Design mem_access_unit, sky130hd; sources not shown.
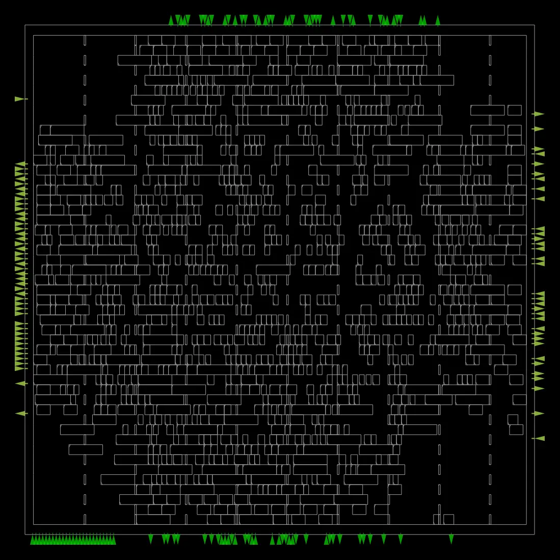
*Placement view*
Tap Count: 229
final core occ: 47.5%

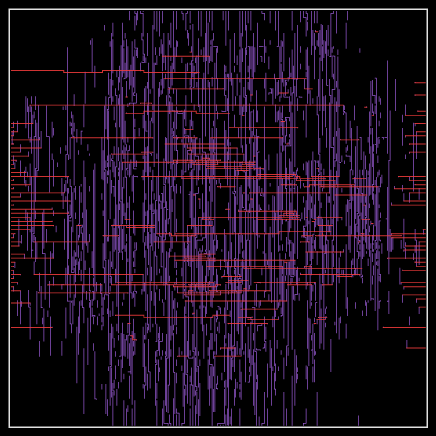
*Wiring by layer*
Drawn at 3 px/um. Two of the layers only.
purple -> met2  # wire length 11,200 um
red -> met3  # wire length 2,100 um
via count: 6,947
final WL: 24.9 mm
total track usage: 25.7%
WL/cell: 18.2 um

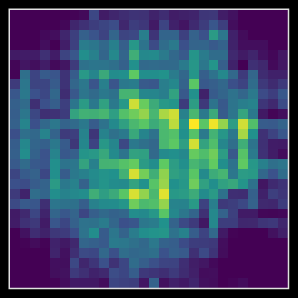
*Wire density map*
Drawn at 2 px/um. 28 x 28 tiles, from dark purple (low) to yellow (high), scaled to the fullest tile. Values are wire area over tile area, all layers added.
nearly empty tiles = 13%
densest ninth of the die = middle
mean over tiles = 0.21
fullest tile = 0.71
emptiest ninth of the die = bottom right
tiles over half the peak = 18%

==> flow_summary.ini <==
; synthesis and place-and-route metrics
[run_status]
outcome = complete, no violations

[clocking]
post_cts_resized = 0
cts.sinks = 100
htreeDepth = 3
postCtsHoldBufs = 0
cts_setup_buffers = 0
numCtsBuffers = 9
root_buffer = clkbuf_16
worstSkewPairLatency_ps = 350
cts_buffer_depth = 2
path_clk_slew_ps = 70
cts_tree = built

[timing]
rsz0062_at_grt = false
skew_ps = 6.63
hold_viol_final = 0
period_minus_slack_ps = 1960
period_used_pct = 65.3
holdWs_ps = 477
slew-limit-headroom_pct = 48.1
worst_pin_slew_ps = 779
setup_viol = 0
finalWorstSetupSlack_ps = 1040
tns_ps = 0
slew_violations = 0

[worst_setup_path]
path_buffers = 2
regToRegSetupSlack_ps = 1040
cp_num_cells = 8
worstSetupEndpointType = flip-flop
arrival_ps = 2200
critPathMostFrequentCell = nand2_1
slowest_stage = clkbuf_1
required_ps = 3240
cpPeakStageDelay_ps = 430
r2r_cells = 8
worstSetupPathType = flip-flop to flip-flop
crit_chain = inv_1 -> ha_1 -> nand2_1 -> nor2_2 -> clkbuf_1 -> nand2_1 -> nor2_1 -> a21oi_1
crit_fanout = 10
start_kind = flip-flop

[final_layout]
lay_top_cells = nand2_1, clkdlybuf4s50_1, nand3_1, inv_1, nor2_1
seq_area_um2 = 2500
n_fill_cell = 1847
comb_share_pct = 37.1
buffers = 210
buffer_area_share_pct = 22.1
nets = 1241
stdcell_area_um2 = 8510
inverters_excl_clock = 107
design.seq.count = 100
layout.area.comb_um2 = 3150
dominant-cell-class = multi-input combinational cells
seq_share_pct = 29.4
antenna-diode-count = 0
lay_top_count = nand2_1
logic_gate_count = 708
nClkBuffers = 13
drive_gt1_share_pct = 8.68
final-clk-cell-share_pct = 3.22
area_delta_synth_final_pct = 33.7

[pwr]
ir_drop_uv = 463
comb-power_mw = 5.79
seq_power_share_pct = 26.1
p_leak_nw = 4.24
combPwrFrac_pct = 62.0
clock_power_share_pct = 11.9
p_total_mw = 9.34
switching_power_mw = 4.61
p_int_mw = 4.74
pg_seq_mw = 2.44
switching_share_pct = 49.3
p_per_area_nw_per_um2 = 1100
maxPowerGroup = combinational logic
powerClk_mw = 1.11

[logic_synthesis]
synth_top_area_share_pct = 38.9
fa_ha_area_share_pct = 0.197
ys_ff = 100
ys_warn_count = 0
yosys-top-cells-count = nand2_1, nand3_1, inv_1, nor2_1, dfrtp_1
ys_sh_simple_pct = 40.3
ys_seq_share_pct = 39.4
syn_nets = 1076
edf_count = 0
netlist-cell-type-count = 31
yosys.area_share.xor_xnor_pct = 0
yosysMostFrequentCell = nand2_1
mux_area_share_pct = 0
largest_area_cell = dfrtp_1
ys.flop_type = dfrtp_1
avgSynthCellArea_um2 = 6.55
yosysChipArea_um2 = 6360
syn_area_um2 = 6360
syn_inst = 971
ys_sh_aoi_pct = 9.01
top_cells_by_area = dfrtp_1, nand2_1, nand3_1, inv_1, nor2_1
top_logic_kind = simple AND/OR/NAND/NOR gates
ys_cells = 971
async_flop_share_pct = 100

[worst_hold_path]
hold_class = input pin to async pin

[grt]
grt_remaining_overflow = 0
grt_max_degree = 34
antenna_found_initial = 0
grt.busiest_layer = met2
grt_pass1_vias = 6695
use_met1_pct = 36.0
grt_use_met2_pct = 39.6
grt_use_met3_pct = 4.83
grt_pass1_wl_mm = 38.2

[detailed_routing]
drtPass1Iterations = 5
route.met3.wl_mm = 2.10
wl_met1_mm = 10.7
post-route-drc-count = 0
drt_iter0_drc = 633
wl_met2_mm = 11.2
antenna_left = 0
maxUsedRoutingLayer = met4
routed_via_density = 5.07

[die]
core_area_um2 = 17900
pin_count = 178
fp-utilization_pct = 35.5
die_h_um = 139
die_area_um2 = 19300
rows = 49
dieWidth_um = 139

[flow_run]
maxCapViolCount = 0
warning_count = 51

[place]
place_area_um2 = 8230
preCtsSetupSlack_ps = 689
dp.cells = 1354
dp.final_hpwl_mm = 19.2
place_congestion = 0.977
numPortBuffers = 151
